===== config.mk =====
export PLATFORM = sky130hd
export DESIGN_NAME = awg_multi_wavegen
export DESIGN_NICKNAME = d
export VERILOG_FILES = /design/src/rtl/awg_pkg.sv /design/src/rtl/awg_channel.sv /design/src/rtl/awg_multi_wavegen.sv
export SDC_FILE = /design/constraint.sdc
export NUM_CORES = 1
export LEC_CHECK = 0
export ABC_AREA = 1
export CAP_MARGIN = 20
export CORE_MARGIN = 5
export CORE_UTILIZATION = 55
export CTS_CLUSTER_DIAMETER = 40
export DETAILED_ROUTE_END_ITERATION = 8
export DONT_BUFFER_PORTS = 1
export HOLD_SLACK_MARGIN = 0.02
export PLACE_DENSITY_LB_ADDON = 0.2
export SLEW_MARGIN = 5
export SYNTH_ARGS = -nofsm -noshare
export SYNTH_HDL_FRONTEND = slang
export SYNTH_SLANG_ARGS = --single-unit

===== constraint.sdc =====
create_clock -name clk -period 8.5 [get_ports clk]
set_input_delay 2.125 -clock clk [delete_from_list [all_inputs] [get_ports clk]]
set_output_delay 2.125 -clock clk [all_outputs]
set_load 0.01 [all_outputs]

===== src/rtl/awg_pkg.sv =====
// Shared types, register map and reset defaults for the multi-channel waveform generator.
package awg_pkg;

  typedef enum logic [1:0] {
    WaveSquare = 2'd0,
    WaveSaw    = 2'd1,
    WaveTri    = 2'd2,
    WaveDc     = 2'd3
  } wave_e;

  localparam logic [2:0] AddrCtrl   = 3'd0;
  localparam logic [2:0] AddrFreq   = 3'd1;
  localparam logic [2:0] AddrAmp    = 3'd2;
  localparam logic [2:0] AddrOffset = 3'd3;
  localparam logic [2:0] AddrPhase  = 3'd4;

  localparam int unsigned CtrlEnBit = 2;

  // Width-dependent defaults (amp all-ones, freq/offset/phase zero) live in the channel.
  localparam logic  ResetEn   = 1'b0;
  localparam wave_e ResetWave = WaveSquare;

endpackage


===== src/rtl/awg_channel.sv =====
// One generator channel: shadow/active config, phase accumulator, raw shape, S1/S2 pipeline.
// With AWG_PHASE_SYNC_EN defined, a commit also clears the accumulator.
module awg_channel
  import awg_pkg::*;
#(
  parameter int unsigned DATA_W  = 10,
  parameter int unsigned PHASE_W = 24,
  parameter int unsigned FREQ_W  = 16
) (
  input  logic              clk,
  input  logic              rst_n,
  input  logic              tick,
  input  logic              we,
  input  logic [2:0]        addr,
  input  logic [FREQ_W-1:0] wdata,
  input  logic              commit,
  output logic [DATA_W-1:0] sample
);

  logic              sh_en_q, sh_en_d, act_en_q;
  wave_e             sh_wave_q, sh_wave_d, act_wave_q;
  logic [FREQ_W-1:0] sh_freq_q, sh_freq_d, act_freq_q;
  logic [DATA_W-1:0] sh_amp_q, sh_amp_d, act_amp_q;
  logic [DATA_W-1:0] sh_off_q, sh_off_d, act_off_q;
  logic [DATA_W-1:0] sh_phase_q, sh_phase_d, act_phase_q;

  logic [PHASE_W-1:0] acc_q, acc_d, phase_sum;
  logic [DATA_W-1:0]  p, t, raw;

  logic              s1_valid_q, s1_en_q;
  logic [DATA_W-1:0] s1_raw_q, s1_amp_q, s1_off_q;

  logic [DATA_W:0]   amp_p1, sum;
  logic [2*DATA_W:0] prod;
  logic [DATA_W-1:0] sample_q, sample_d;
  logic              unused_bits;

  always_comb begin
    sh_en_d    = sh_en_q;
    sh_wave_d  = sh_wave_q;
    sh_freq_d  = sh_freq_q;
    sh_amp_d   = sh_amp_q;
    sh_off_d   = sh_off_q;
    sh_phase_d = sh_phase_q;
    if (we) begin
      case (addr)
        AddrCtrl: begin
          sh_en_d   = wdata[CtrlEnBit];
          sh_wave_d = wave_e'(wdata[1:0]);
        end
        AddrFreq:   sh_freq_d  = wdata;
        AddrAmp:    sh_amp_d   = wdata[DATA_W-1:0];
        AddrOffset: sh_off_d   = wdata[DATA_W-1:0];
        AddrPhase:  sh_phase_d = wdata[DATA_W-1:0];
        default: ;
      endcase
    end
  end

  always_comb begin
    acc_d = acc_q;
    if (tick) begin
      acc_d = act_en_q ? acc_q + PHASE_W'(act_freq_q) : '0;
    end
`ifdef AWG_PHASE_SYNC_EN
    if (commit) begin
      acc_d = '0;
    end
`endif
  end

  // Phase uses the pre-increment accumulator.
  always_comb begin
    phase_sum = acc_q + (PHASE_W'(act_phase_q) << (PHASE_W - DATA_W));
    p         = phase_sum[PHASE_W-1 -: DATA_W];
    t         = {p[DATA_W-2:0], 1'b0};
    raw       = '0;
    unique case (act_wave_q)
      WaveSquare: raw = p[DATA_W-1] ? '1 : '0;
      WaveSaw:    raw = p;
      WaveTri:    raw = p[DATA_W-1] ? ~t : t;
      WaveDc:     raw = '1;
    endcase
  end

  always_comb begin
    amp_p1      = {1'b0, s1_amp_q} + (DATA_W + 1)'(1);
    prod        = (2 * DATA_W + 1)'(s1_raw_q) * (2 * DATA_W + 1)'(amp_p1);
    sum         = {1'b0, prod[2*DATA_W-1:DATA_W]} + {1'b0, s1_off_q};
    sample_d    = '0;
    if (s1_en_q) begin
      sample_d = sum[DATA_W] ? '1 : sum[DATA_W-1:0];
    end
    unused_bits = ^{prod[2*DATA_W], prod[DATA_W-1:0], phase_sum[PHASE_W-DATA_W-1:0]};
  end

  always_ff @(posedge clk or negedge rst_n) begin
    if (!rst_n) begin
      sh_en_q     <= ResetEn;
      sh_wave_q   <= ResetWave;
      sh_freq_q   <= '0;
      sh_amp_q    <= '1;
      sh_off_q    <= '0;
      sh_phase_q  <= '0;
      act_en_q    <= ResetEn;
      act_wave_q  <= ResetWave;
      act_freq_q  <= '0;
      act_amp_q   <= '1;
      act_off_q   <= '0;
      act_phase_q <= '0;
      acc_q       <= '0;
      s1_valid_q  <= 1'b0;
      s1_en_q     <= 1'b0;
      s1_raw_q    <= '0;
      s1_amp_q    <= '0;
      s1_off_q    <= '0;
      sample_q    <= '0;
    end else begin
      sh_en_q    <= sh_en_d;
      sh_wave_q  <= sh_wave_d;
      sh_freq_q  <= sh_freq_d;
      sh_amp_q   <= sh_amp_d;
      sh_off_q   <= sh_off_d;
      sh_phase_q <= sh_phase_d;
      // Commit takes the post-write shadow so a same-cycle write is included.
      if (commit) begin
        act_en_q    <= sh_en_d;
        act_wave_q  <= sh_wave_d;
        act_freq_q  <= sh_freq_d;
        act_amp_q   <= sh_amp_d;
        act_off_q   <= sh_off_d;
        act_phase_q <= sh_phase_d;
      end
      acc_q      <= acc_d;
      s1_valid_q <= tick;
      if (tick) begin
        s1_en_q  <= act_en_q;
        s1_raw_q <= raw;
        s1_amp_q <= act_amp_q;
        s1_off_q <= act_off_q;
      end
      if (s1_valid_q) begin
        sample_q <= sample_d;
      end
    end
  end

  assign sample = sample_q;

endmodule


===== src/rtl/awg_multi_wavegen.sv =====
// Multi-channel waveform generator top: sample divider, write decode, commit fan-out, packing.
// Optional AWG_PHASE_SYNC_EN makes every commit phase-align all channel accumulators.
module awg_multi_wavegen
  import awg_pkg::*;
#(
  parameter int unsigned NUM_CH  = 2,
  parameter int unsigned DATA_W  = 10,
  parameter int unsigned PHASE_W = 24,
  parameter int unsigned FREQ_W  = 16,
  parameter int unsigned CLK_DIV = 1,
  localparam int unsigned ChW    = (NUM_CH > 1) ? $clog2(NUM_CH) : 1
) (
  input  logic                     clk,
  input  logic                     rst_n,
  input  logic                     cfg_we_i,
  input  logic [ChW-1:0]           cfg_ch_i,
  input  logic [2:0]               cfg_addr_i,
  input  logic [FREQ_W-1:0]        cfg_wdata_i,
  input  logic                     cfg_commit_i,
  output logic [NUM_CH*DATA_W-1:0] sample_o,
  output logic                     sample_valid_o
);

  localparam int unsigned DivW = (CLK_DIV > 1) ? $clog2(CLK_DIV) : 1;

  logic [DivW-1:0] div_q, div_d;
  logic            tick, tick_q, valid_q;

  always_comb begin
    tick  = (div_q == DivW'(CLK_DIV - 1));
    div_d = tick ? '0 : div_q + DivW'(1);
  end

  // Valid trails the tick by the two pipeline stages.
  always_ff @(posedge clk or negedge rst_n) begin
    if (!rst_n) begin
      div_q   <= '0;
      tick_q  <= 1'b0;
      valid_q <= 1'b0;
    end else begin
      div_q   <= div_d;
      tick_q  <= tick;
      valid_q <= tick_q;
    end
  end

  assign sample_valid_o = valid_q;

  for (genvar i = 0; i < NUM_CH; i++) begin : g_ch
    logic ch_we;
    assign ch_we = cfg_we_i && (cfg_ch_i == ChW'(i));

    awg_channel #(
      .DATA_W (DATA_W),
      .PHASE_W(PHASE_W),
      .FREQ_W (FREQ_W)
    ) u_channel (
      .clk   (clk),
      .rst_n (rst_n),
      .tick  (tick),
      .we    (ch_we),
      .addr  (cfg_addr_i),
      .wdata (cfg_wdata_i),
      .commit(cfg_commit_i),
      .sample(sample_o[i*DATA_W +: DATA_W])
    );
  end

endmodule


==> flow_summary.yaml, run 1 <==
# physical design summary
status:
  outcome: "completed"
synthesis:
  ys_sh_adder: 0.2162
  xor_area_frac: 0.01684
  edf_count: 0
  yosys.area.top_type: "dfrtp_1"
  ys_seq_elements: 328
  yosysTopAreaCellShare: 0.3089
  yosys-top-cells-count: "nand2_1, inv_1, dfrtp_1"
  topCellsByArea: "dfrtp_1, fa_1, nand2_1, ha_1, inv_1"
  fp_nets: 3145
  ys_warn_count: 0
  logic_family: "adder cells"
  top_cell: "nand2_1"
worst_hold_path:
  min_path_type: "reg -> reg"
  hold_depth: 0
  hold_end: "g_ch[1].u_channel.s1_off_q[1]"
clock_network:
  cts_tree: "built"
  postCtsResizedCells: 0
  cts.sinks: 328
  cts_setup_buffers: 0
  cts_max_level: 2
  cts_root_buf: "clkbuf_16"
  cts_inserted_buffers: 43
route:
  drt-initial-drc-count: 1051
  met1_length_um: 22380
  final_antenna_net_count: 0
  vias: 18170
  drc: 0
  drtPass1Iterations: 5
grt:
  grt_pass1_vias: 18320
  gr-total-overflow: 0
  grtUsageTotal: 0.2241
  grt_max_degree: 329
  antenna_found_initial: 0
power_and_ir_drop:
  p_comb_frac: 0.577
  power.switching_w: 0.004469
  ir_drop_v: 0.0002252
  leakage_nw: 13.31
run:
  warnings: 32
place:
  place.port_buffers: 0
  gp_congestion: 0.9155
final_layout:
  final_common_cell: "nand2_1"
  stdcell_area_um2: 25310
  drive_above_1_share: 0.08215
  fin_nets: 3132
  logic_area_um2: 13420
  layout_top_cells: "nand2_1, inv_1, dfrtp_1"
  n_antenna_cell: 0
worst_setup_path:
  r2r_start: "g_ch[1].u_channel.s1_amp_q[0]"
  cpPeakStageDelay_ps: 520
  crit_slowest_cell: "fa_1"
  crit_family: "adder cells"
  worst-setup-path-type: "reg -> reg"
  cp-startpoint: "g_ch[1].u_channel.s1_amp_q[0]"
  endpoint_kind: "register"
  critPathBufInv: 6
  r2r-end: "g_ch[1].u_channel.sample[9]"
  r2r_cells: 34
  reg2reg_slack_ps: 1260
  path_depth: 34
  arrival_ps: 7680
  required_ps: 8940
floorplanning:
  die_height_um: 216.0
  io_pins: 45
  fp.dieW_um: 216.0
final_timing:
  clock_skew_ps: 29.29
  holdWs_ps: 372.1
  setup_viol: 0
  fmax_mhz: 138.1
  worst_pin_slew_ps: 1140
  relSlewSlack: 0.2401
-- run 1: area by class of cell --
type / instances / share of cell area
well taps: 539 / 0.02665
flip-flops and latches: 328 / 0.3263
clock buffers: 52 / 0.04623
inverters: 369 / 0.05473
repair buffers: 2 / 0.0005933
multi-input cells: 2046 / 0.5304
clock inverters: 27 / 0.01513
-- run 1: metal layers --
metal  GRT usage  vias to the layer above
met5           0                        -
li1            -                     8997
met2      0.3984                      364
met3     0.04316                       73
met1      0.2828                     8738
met4     0.05745                        0
-- run 1: cells by family (layout without fill, tap and decap cells) --
group,Yosys count,after routing
AND-OR/OR-AND,431,431
adder cells (fa/ha/maj),318,318
other,1,1
XOR/XNOR,44,44
multiplexers,92,92
buffers and inverters,429,450
flip-flops,328,328
AND/OR/NAND/NOR,1160,1160
-- run 1: stage by stage --
step / setup slack, ps / power, W
floorplan: 2139 / 0.006487
global placement: 1496 / 0.007728
detailed placement: 1266 / 0.007810
CTS: 1241 / 0.009756
global route: 736.3 / 0.01074
finish: 1260 / 0.009656
-- run 1: power by group through the flow --
| stage | sequential [W] | combinational, W | clock (W) |
|---|---|---|---|
| finish | 0.00221 | 0.00557 | 0.00188 |
| global route | 0.00225 | 0.00649 | 0.00200 |
| CTS | 0.00221 | 0.00562 | 0.00192 |
| detailed placement | 0.00224 | 0.00557 | 0 |
| global placement | 0.00223 | 0.00550 | 0 |
| floorplan | 0.00210 | 0.00439 | 0 |
Run 1, routing congestion map:
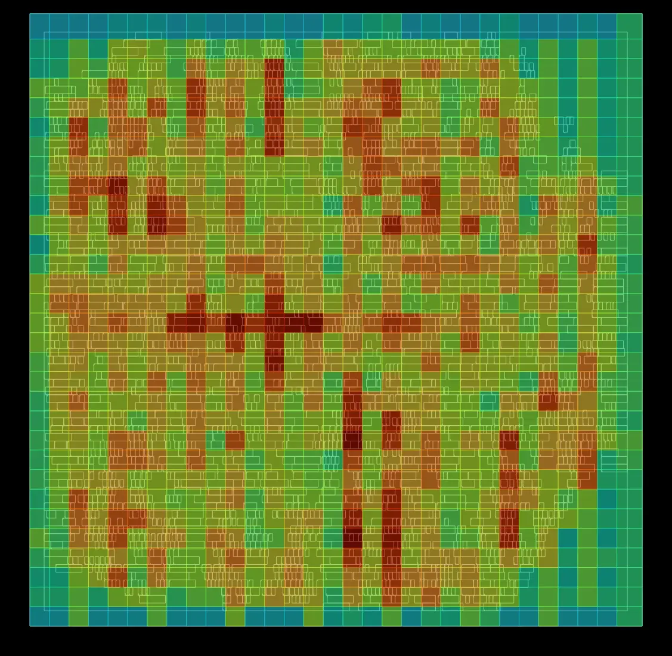
Avg WL per Cell: 15.48 um
met2 usage: 0.3984

Run 1, the metal 4 layer:
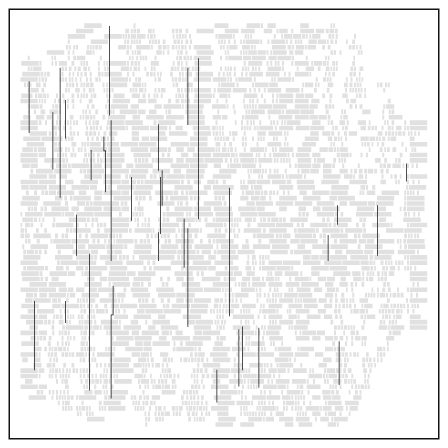
nets with wire on the layer	18
longest straight run	80.9 um

Run 1, cell area per tile:
Scale bar: 50 um. 22 x 22 tiles, from dark blue (low) to red (high), 0 to 100% covered.
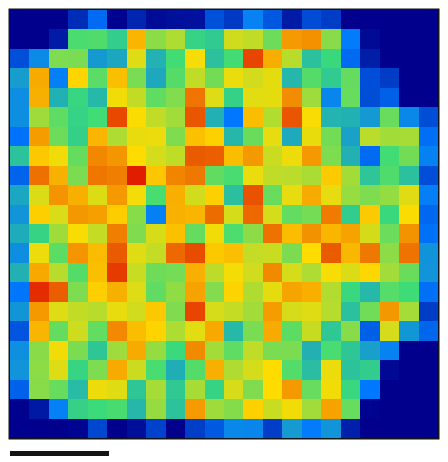
fullest tile	97%
emptiest ninth of the die	upper right
mean over tiles	53%
tiles over 75% full	22%
post-layout util: 0.6033
Initial Utilization: 0.5562
core area: 41,950 um2

--- run 2 (diff from run 1) ---
--- a/config.mk
+++ b/config.mk
@@ -12,7 +12,6 @@
 export CTS_CLUSTER_DIAMETER = 40
 export DETAILED_ROUTE_END_ITERATION = 8
 export DONT_BUFFER_PORTS = 1
-export HOLD_SLACK_MARGIN = 0.02
 export PLACE_DENSITY_LB_ADDON = 0.2
 export SLEW_MARGIN = 5
 export SYNTH_ARGS = -nofsm -noshare
==> run 2 against run 1 <==
Against the previous run:
- first-iteration DRC count unchanged
- design area unchanged
- via count is the same
- power unchanged
- sequential share of layout area stayed put
- global-route usage did not move
- non-clock buffer count stayed put
- clock power about the same
- clock skew stayed put
- maximum frequency did not move
- core utilization did not move
- sequential power barely moved
- critical path type unchanged
- largest power group unchanged
==> flow_summary.yaml, run 2 <==
# physical design summary
route:
  final_antenna_net_count: 0
  drt-initial-drc-count: 1051
  drc: 0
  drtPass1Iterations: 5
  viasPerCell: 5.404
  wl_per_cell_um: 15.48
clock_network:
  cts_inserted_buffers: 43
  path_clk_slew_ps: 60
  postCtsResizedCells: 0
  hold_buffers: 0
  clockBufferDepth: 3
  clk_latency_ps: 580
  cts_max_level: 2
  cts_root_buf: "clkbuf_16"
  cts.sinks: 328
  cts_tree: "built"
  cts_setup_buffers: 0
grt:
  grt_max_degree: 329
  grt_pass1_wl_um: 87620
  grt_pass1_vias: 18320
  grtUsageTotal: 0.2241
  antenna_found_initial: 0
  gr-total-overflow: 0
power_and_ir_drop:
  fin_total_pwr_w: 0.009656
  power_density_nw_per_um2: 381.6
  ir_drop_v: 0.0002252
  leakage_nw: 13.31
floorplanning:
  rows: 75
  core_um2: 41950
  initial_core_util: 0.5562
  io_pins: 45
  fp.dieW_um: 216.0
  die_height_um: 216.0
  die_area_um2: 46640
synthesis:
  ys_seq_elements: 328
  ys_warn_count: 0
  ys_seq_share: 0.3540
  logic_family: "adder cells"
  fp_nets: 3145
  xor_area_frac: 0.01684
  synth_cell_types: 42
  mux_share: 0.04441
  top_cell: "nand2_1"
  yosys-top-cells-count: "nand2_1, inv_1, dfrtp_1"
  aoi_share: 0.09546
  ys_cells: 2803
  netlist_area_um2: 23330
  yosys.area.top_type: "dfrtp_1"
  topCellsByArea: "dfrtp_1, fa_1, nand2_1, ha_1, inv_1"
  edf_count: 0
  syn-instance-count: 2803
  synth-main-ff-cell: "dfrtp_1"
  postSynthAreaPerCell_um2: 8.323
  synth_async_sr_flop_share: 1.000
  yosysTopAreaCellShare: 0.3089
  synth-simple-area-share: 0.2021
  ys_sh_adder: 0.2162
  yosys.stat.chipArea_um2: 23330
worst_setup_path:
  startpoint_type: "register"
  crit_fanout: 9
  crit_slowest_cell: "fa_1"
  cpPeakStageDelay_ps: 520
  required_ps: 8940
  worst-setup-path-type: "reg -> reg"
  arrival_ps: 7680
  endpoint_kind: "register"
final_timing:
  fmax_mhz: 138.1
  clock_skew_ps: 29.29
  setup_viol: 0
  holdWs_ps: 372.1
  fin_setup_tns_ps: 0
  relSlewSlack: 0.2401
  rsz0062_at_grt: "false"
  finalMaxSlewViolations: 0
  post-route-period-util: 0.8518
  worst_slack_ps: 1260
  worst_pin_slew_ps: 1140
  hold_violations: 0
  period_minus_slack_ps: 7240
place:
  hpwl_um: 40630
  dp_slack_ps: 1266
  gp_congestion: 0.9155
  place_area_um2: 23750
  place.port_buffers: 0
  dpl.cell_count: 3284
final_layout:
  top_register: "g_ch.u_channel.acc_q"
  final_common_cell: "nand2_1"
  flop_area_um2: 8258
  n_antenna_cell: 0
  layout_top_cells: "nand2_1, inv_1, dfrtp_1"
  stdcell_count: 3363
  largest_register_ff_count: 48
  finish.utilization: 0.6033
  fin_nets: 3132
  fillers: 3596
  logic_area_um2: 13420
  reg_top3: "g_ch.u_channel.acc_q x48, g_ch.u_channel.act_freq_q x32, g_ch.u_channel.sh_freq_q x32"
  stdcell_area_um2: 25310
  area_growth_pct: 8.474
  drive_above_1_share: 0.08215
status:
  outcome: "completed"
run:
  maxCapViolCount: 0
  warnings: 32
worst_hold_path:
  min_path_type: "reg -> reg"
run 2: cell counts after synthesis:
Identical to the previous run, type by type.
run 2: cell type report:
type | count | share of cell area
multi-input combinational | 2046 | 0.5304
sequential | 328 | 0.3263
inverter | 369 | 0.05473
clock buffer | 52 | 0.04623
tap | 539 | 0.02665
clock inverter | 27 | 0.01513
timing repair buffer | 2 | 0.0005933
run 2: path summary, 6_finish.rpt:
kind / start / to / slack, ps / cells after the start
min reg2reg: g_ch[1].u_channel.act_off_q[1] / g_ch[1].u_channel.s1_off_q[1] / 370 / 0
max reg2reg: g_ch[1].u_channel.s1_amp_q[0] / g_ch[1].u_channel.sample[9] / 1260 / 34
min: g_ch[1].u_channel.act_off_q[1] / g_ch[1].u_channel.s1_off_q[1] / 370 / 0
max: g_ch[1].u_channel.s1_amp_q[0] / g_ch[1].u_channel.sample[9] / 1260 / 34
max in group asynchronous: rst_n / g_ch[0].u_channel.s1_raw_q[5] / 6300 / 0
min in group asynchronous: rst_n / g_ch[0].u_channel.sample[2] / 1280 / 0
run 2: power breakdown:
group	switching, W	internal (W)	leakage (nW)	total (W)
Clock	0.000738	0.00114	0.752	0.00188
Sequential	0.000269	0.00194	4.15	0.00221
Combinational	0.00346	0.00211	8.42	0.00557
run 2: layer usage:
layer | track usage | wire, um
met1 | 0.2828 | 22380
met2 | 0.3984 | 26030
met3 | 0.04316 | 2631
met4 | 0.05745 | 1018
met5 | 0 | 0
run 2: critical path: cells and delay by family (launching register included):
family | cells | cell delay, ps
compound gates | 4 | 570
xor+xnor | 2 | 630
fa+ha+maj | 8 | 3410
buf+inv | 6 | 320
flops | 1 | 500
simple gates | 14 | 1650
Run 2, signal wires on met2:
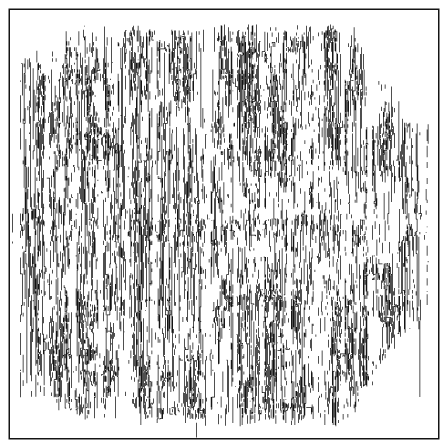
main direction	vertical
wire length on this layer	26.0 mm
routed vias: 18,170
total wire length: 52,070 um

Run 2, the metal 4 layer:
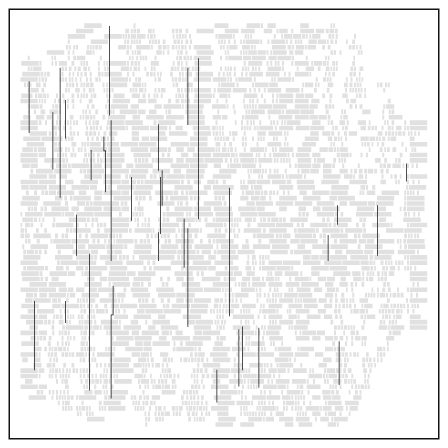
longest straight run	80.9 um
wire length on this layer	1,020 um
main direction	vertical
share of all routed wire	2.0%

Power figures rest on the tool's default switching activity, not on a simulated workload.
